**src/rtl/mc_control.sv**
```systemverilog
// Multicycle MIPS control unit: sequences FETCH/DECODE/EXEC/MEM/WB and handles
// prioritised interrupts and undefined-instruction exceptions.
module mc_control #(
    parameter int IRQ_N  = 1,
    parameter bit EXC_EN = 1'b1
) (
    input  logic             clk,
    input  logic             reset,
    input  logic [31:0]      Instruct,
    input  logic [IRQ_N-1:0] IRQ,
    input  logic             KernelMode,
    input  logic             MemReady,
    output logic             PCWr,
    output logic             PCWrCond,
    output logic             IRWr,
    output logic             IorD,
    output logic [2:0]       PCSrc,
    output logic [1:0]       RegDst,
    output logic             RegWr,
    output logic             ALUSrc1,
    output logic             ALUSrc2,
    output logic             Sign,
    output logic             MemWr,
    output logic             MemRd,
    output logic             EXTOp,
    output logic             LUOp,
    output logic [5:0]       ALUFun,
    output logic [1:0]       MemToReg,
    output logic [IRQ_N-1:0] IRQAck,
    output logic [2:0]       State
);
    localparam int SEL_W = (IRQ_N > 1) ? $clog2(IRQ_N) : 1;

    typedef enum logic [2:0] {
        S_FETCH = 3'd0, S_DECODE = 3'd1, S_EXEC = 3'd2, S_MEM = 3'd3,
        S_WB = 3'd4, S_IRQ = 3'd5, S_EXC = 3'd6, S_BAD = 3'd7
    } state_t;

    state_t state_q, state_d;
    logic [SEL_W-1:0] irq_sel_q, irq_sel_d, irq_low;

    logic [5:0] op, fn;
    logic is_r, legal, is_j, is_jal, is_jr, is_jalr, is_br, is_lw, is_sw;
    logic [5:0] alu_fun;
    logic alu_src1, alu_src2, sign_v, ext_op, lu_op;

    assign op      = Instruct[31:26];
    assign fn      = Instruct[5:0];
    assign is_r    = (op == 6'h00);
    assign is_j    = (op == 6'h02);
    assign is_jal  = (op == 6'h03);
    assign is_jr   = is_r && (fn == 6'h08);
    assign is_jalr = is_r && (fn == 6'h09);
    assign is_br   = (op == 6'h01) || (op >= 6'h04 && op <= 6'h07);
    assign is_lw   = (op == 6'h23);
    assign is_sw   = (op == 6'h2b);

    always_comb begin
        legal = 1'b0;
        if (is_r) begin
            case (fn)
                6'h00, 6'h02, 6'h03, 6'h08, 6'h09, 6'h2a, 6'h2b: legal = 1'b1;
                default: legal = (fn >= 6'h20 && fn <= 6'h27);
            endcase
        end else begin
            legal = (op <= 6'h0d) || (op == 6'h0f) || is_lw || is_sw;
        end
    end

    // ALU-side controls; only presented to the datapath during EXEC
    always_comb begin
        alu_fun  = 6'b000000;
        alu_src1 = 1'b0;
        alu_src2 = !is_r && !is_br;
        sign_v   = 1'b1;
        ext_op   = !(op == 6'h0c || op == 6'h0d);
        lu_op    = (op == 6'h0f);
        if (is_r) begin
            case (fn)
                6'h22, 6'h23: alu_fun = 6'b000001;
                6'h24:        alu_fun = 6'b011000;
                6'h25:        alu_fun = 6'b011110;
                6'h26:        alu_fun = 6'b010110;
                6'h27:        alu_fun = 6'b010001;
                6'h00:        alu_fun = 6'b100000;
                6'h02:        alu_fun = 6'b100001;
                6'h03:        alu_fun = 6'b100011;
                6'h2a, 6'h2b: alu_fun = 6'b110101;
                default:      alu_fun = 6'b000000;
            endcase
            alu_src1 = (fn == 6'h00 || fn == 6'h02 || fn == 6'h03);
            sign_v   = !(fn == 6'h21 || fn == 6'h23 || fn == 6'h2b);
        end else begin
            case (op)
                6'h0a, 6'h0b: alu_fun = 6'b110101;
                6'h0c:        alu_fun = 6'b011000;
                6'h0d:        alu_fun = 6'b011110;
                6'h04:        alu_fun = 6'b110011;
                6'h05:        alu_fun = 6'b110001;
                6'h06:        alu_fun = 6'b111101;
                6'h07:        alu_fun = 6'b111111;
                6'h01:        alu_fun = 6'b111011;
                default:      alu_fun = 6'b000000;
            endcase
            sign_v = !(op == 6'h09 || op == 6'h0b);
        end
    end

    // Lowest set index wins, so scan from the top down
    always_comb begin
        irq_low = '0;
        for (int i = IRQ_N - 1; i >= 0; i--) begin
            if (IRQ[i]) irq_low = SEL_W'(i);
        end
    end

    always_ff @(posedge clk or posedge reset) begin
        if (reset) begin
            state_q   <= S_FETCH;
            irq_sel_q <= '0;
        end else begin
            state_q   <= state_d;
            irq_sel_q <= irq_sel_d;
        end
    end

    always_comb begin
        state_d   = state_q;
        irq_sel_d = irq_sel_q;
        PCWr = 1'b0; PCWrCond = 1'b0; IRWr = 1'b0; IorD = 1'b0;
        PCSrc = 3'd0; RegDst = 2'd0; RegWr = 1'b0; MemToReg = 2'd0;
        ALUSrc1 = 1'b0; ALUSrc2 = 1'b0; Sign = 1'b0; EXTOp = 1'b0; LUOp = 1'b0;
        ALUFun = 6'd0; MemWr = 1'b0; MemRd = 1'b0; IRQAck = '0;
        case (state_q)
            S_FETCH: begin
                if ((|IRQ) && !KernelMode) begin
                    irq_sel_d = irq_low;
                    state_d   = S_IRQ;
                end else begin
                    MemRd = 1'b1;
                    if (MemReady) begin
                        IRWr    = 1'b1;
                        PCWr    = 1'b1;
                        state_d = S_DECODE;
                    end
                end
            end
            S_DECODE: begin
                if (!legal) begin
                    state_d = EXC_EN ? S_EXC : S_FETCH;
                end else if (is_j || is_jal) begin
                    PCWr     = 1'b1;
                    PCSrc    = 3'd2;
                    RegWr    = is_jal;
                    RegDst   = is_jal ? 2'd2 : 2'd0;
                    MemToReg = is_jal ? 2'd2 : 2'd0;
                    state_d  = S_FETCH;
                end else if (is_jr || is_jalr) begin
                    PCWr     = 1'b1;
                    PCSrc    = 3'd3;
                    RegWr    = is_jalr;
                    MemToReg = is_jalr ? 2'd2 : 2'd0;
                    state_d  = S_FETCH;
                end else begin
                    state_d = S_EXEC;
                end
            end
            S_EXEC: begin
                ALUSrc1 = alu_src1; ALUSrc2 = alu_src2; ALUFun = alu_fun;
                Sign = sign_v; EXTOp = ext_op; LUOp = lu_op;
                if (is_br) begin
                    PCWrCond = 1'b1;
                    PCSrc    = 3'd1;
                    state_d  = S_FETCH;
                end else if (is_lw || is_sw) begin
                    state_d = S_MEM;
                end else begin
                    state_d = S_WB;
                end
            end
            S_MEM: begin
                IorD  = 1'b1;
                MemRd = is_lw;
                MemWr = is_sw;
                if (MemReady) state_d = is_lw ? S_WB : S_FETCH;
            end
            S_WB: begin
                RegWr    = 1'b1;
                RegDst   = is_r ? 2'd0 : 2'd1;
                MemToReg = is_lw ? 2'd1 : 2'd0;
                state_d  = S_FETCH;
            end
            S_IRQ: begin
                RegWr = 1'b1; RegDst = 2'd3; MemToReg = 2'd3;
                PCWr  = 1'b1; PCSrc = 3'd4;
                for (int i = 0; i < IRQ_N; i++) IRQAck[i] = (irq_sel_q == SEL_W'(i));
                state_d = S_FETCH;
            end
            S_EXC: begin
                RegWr = 1'b1; RegDst = 2'd3; MemToReg = 2'd2;
                PCWr  = 1'b1; PCSrc = 3'd5;
                state_d = S_FETCH;
            end
            default: state_d = S_FETCH;
        endcase
        // Reset must kill strobes immediately, not at the next edge
        if (reset) begin
            PCWr = 1'b0; PCWrCond = 1'b0; IRWr = 1'b0; IorD = 1'b0;
            PCSrc = 3'd0; RegDst = 2'd0; RegWr = 1'b0; MemToReg = 2'd0;
            ALUSrc1 = 1'b0; ALUSrc2 = 1'b0; Sign = 1'b0; EXTOp = 1'b0; LUOp = 1'b0;
            ALUFun = 6'd0; MemWr = 1'b0; MemRd = 1'b0; IRQAck = '0;
        end
    end

    assign State = state_q;

endmodule

```
**config.mk**
```make
export PLATFORM = sky130hd
export DESIGN_NAME = mc_control
export DESIGN_NICKNAME = d
export VERILOG_FILES = /design/src/rtl/mc_control.sv
export SDC_FILE = /design/constraint.sdc
export NUM_CORES = 1
export LEC_CHECK = 0
export CAP_MARGIN = 25
export CORE_MARGIN = 10
export CORE_UTILIZATION = 39
export CTS_CLUSTER_DIAMETER = 40
export DETAILED_ROUTE_END_ITERATION = 12
export PLACE_DENSITY = 0.83
export SYNTH_ARGS = -nofsm -noshare
export SYNTH_HDL_FRONTEND = slang
export SYNTH_SLANG_ARGS = --single-unit
```
**constraint.sdc**
```tcl
create_clock -name clk -period 3.7 [get_ports clk]
set_input_delay 0.74 -clock clk [delete_from_list [all_inputs] [get_ports clk]]
set_output_delay 0.74 -clock clk [all_outputs]
set_load 0.02 [all_outputs]
```
### The metal 1 layer

The bar under the picture is 20 um long. Supply wires on this layer in gray.
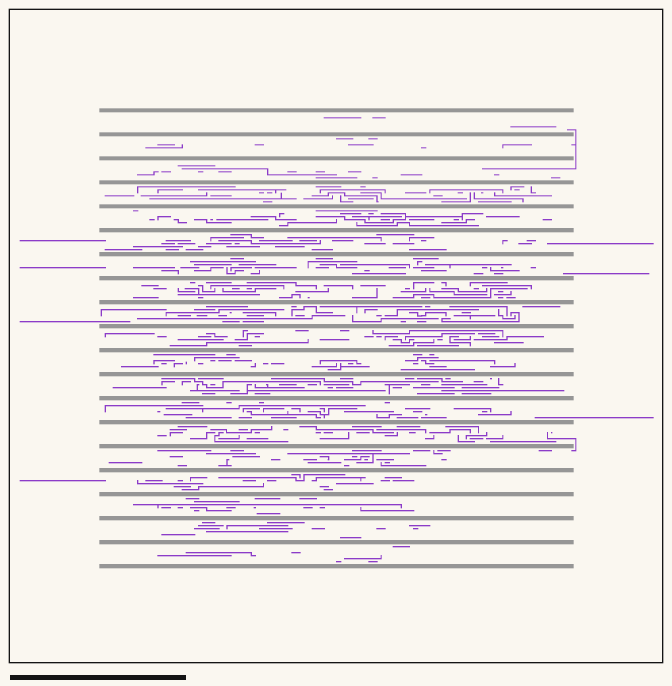
wire length on this layer: 1630 um
share of all routed wire: 41%
longest straight run: 30.4 um
main direction: horizontal
nets with wire on the layer: 222
vias post-DR: 1534
WL final: 3990 um
met1 Use GR: 16.3%

### Metal 2

Cells faint in the background.
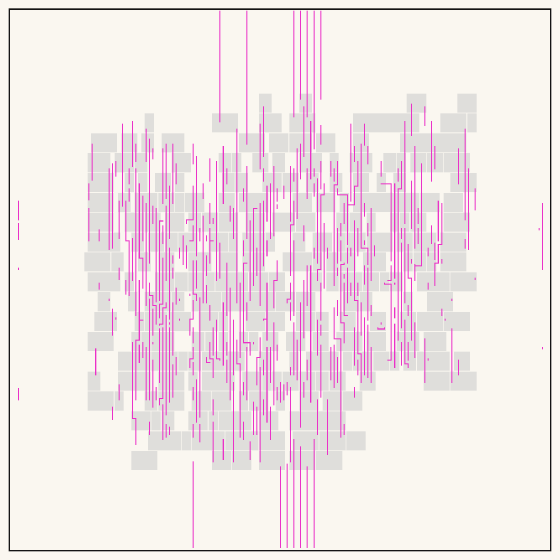
longest straight run: 23.8 um
wire length on this layer: 1870 um

### The metal 3 layer

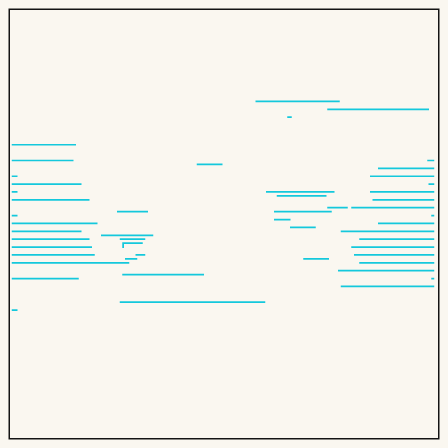
main direction: horizontal
nets with wire on the layer: 47
wire length on this layer: 458 um
share of all routed wire: 11%
met3 Usage GRT: 5.05%

==> Table 3: Implementation characteristics <==
Physical design parameters

Parameter                              Value

Worst setup path
  Reg2Reg Depth .................. 4
  Number of buffers and inverters on the critical path .................. 2
  Cell depth of the worst setup path .................. 7
  Worst setup EP type .................. output pin
  Crit Path Class .................. input pin to output pin
  Critical path origin .................. Instruct[29]
  Capture point of the critical path .................. PCSrc[0]
  Critical Path Source Type .................. input pin
  Top Family by Delay on Critical Path .................. simple AND/OR/NAND/NOR gates

STA
  RSZ-0062 raised after global routing .................. yes
  Count of pins over their slew limit .................. 0
  Number of endpoints failing setup at the final stage .................. 0
  Worst rel slew slack .................. 64.4%

Final layout
  Sequential cell area in the final layout .................. 75.1 um2
  Most frequent standard cell in the layout excluding fill and tap cells .................. sky130_fd_sc_hd__buf_4
  Number of ordinary inverters in the final layout .................. 9
  Max FFs per register .................. 3
  Layout clock buffers .................. 4
  Portion of the layout cell area used by non-clock buffers .................. 36.9%
  Seq area share .................. 4.16%
  Count of buffers not belonging to the clock network in the layout .................. 77
  Logic area .................. 966 um2
  Inserted Diodes .................. 0

Outcome
  Status .................. completed

Synthesis
  Simple-Gate Area Share .................. 43.3%
  Adder and majority cell fraction of the synthesized area .................. 8.82%
  Synthesized-area fraction occupied by ao, oa, aoi and oai cells .................. 29.5%
  Main area contributors .................. sky130_fd_sc_hd__ha_1, sky130_fd_sc_hd__nor2_1, sky130_fd_sc_hd__a21oi_1
  Count of state elements after synthesis .................. 3
  Commonest flop .................. sky130_fd_sc_hd__dfrtp_1
  Cell taking the most area after synthesis .................. sky130_fd_sc_hd__ha_1
  Ys async rst share .................. 100%
  Mux cell area share after synthesis .................. 2.65%
  Synthesized instance count .................. 176
  Most used standard cells in the synthesized netlist .................. sky130_fd_sc_hd__nor2_1, sky130_fd_sc_hd__a21oi_1, sky130_fd_sc_hd__nand2_1
  Yosys stat chip area .................. 1130 um2

Power
  Max rail drop VDD .................. 466 uV
  Total power per unit cell area .................. 308 nW/um2
  Combinational share of power .................. 74.6%
  Clock group share of total power .................. 10.2%
  Power of the sequential group .................. 0.0845 mW
  Static leakage .................. 0.869 nW

Detailed routing
  DRT Pass-1 Iters .................. 4
  Metal1 wirelength .................. 1630 um
  Met2 wirelength from detailed routing .................. 1870 um
  DRC violation count after routing .................. 0

CTS
  Clock tree from TritonCTS .................. built
  Clock buffer count from CTS .................. 3
  Clk Latency, worst-skew pair .................. 230 ps
  Clock Sink Count .................. 3
  Number of buffers added to fix hold violations after cts .................. 0
  Clock transition time at the flip-flop clock pins of the worst setup and hold paths .................. 40 ps

Hold path
  WHS Endpoint .................. State[0]

Flow run
  OpenROAD warning count .................. 53

Placed design
  Routability Congestion .................. 0.942
  Cell total after placement .................. 270
  Placed wire-length estimate after detailed placement .................. 3240 um
  Setup slack after placement .................. -434 ps

Die
  Well tap count .................. 31
  Standard-cell row count .................. 19
  Width of the chip .................. 73.9 um
  Die area .................. 5470 um2
  Area of the core .................. 2780 um2
  Die Ht .................. 73.9 um

GRT
  Overall Global Routing Usage .................. 14.2%
  GRT overflow .................. 0
Power and IR drop assume default switching activity.
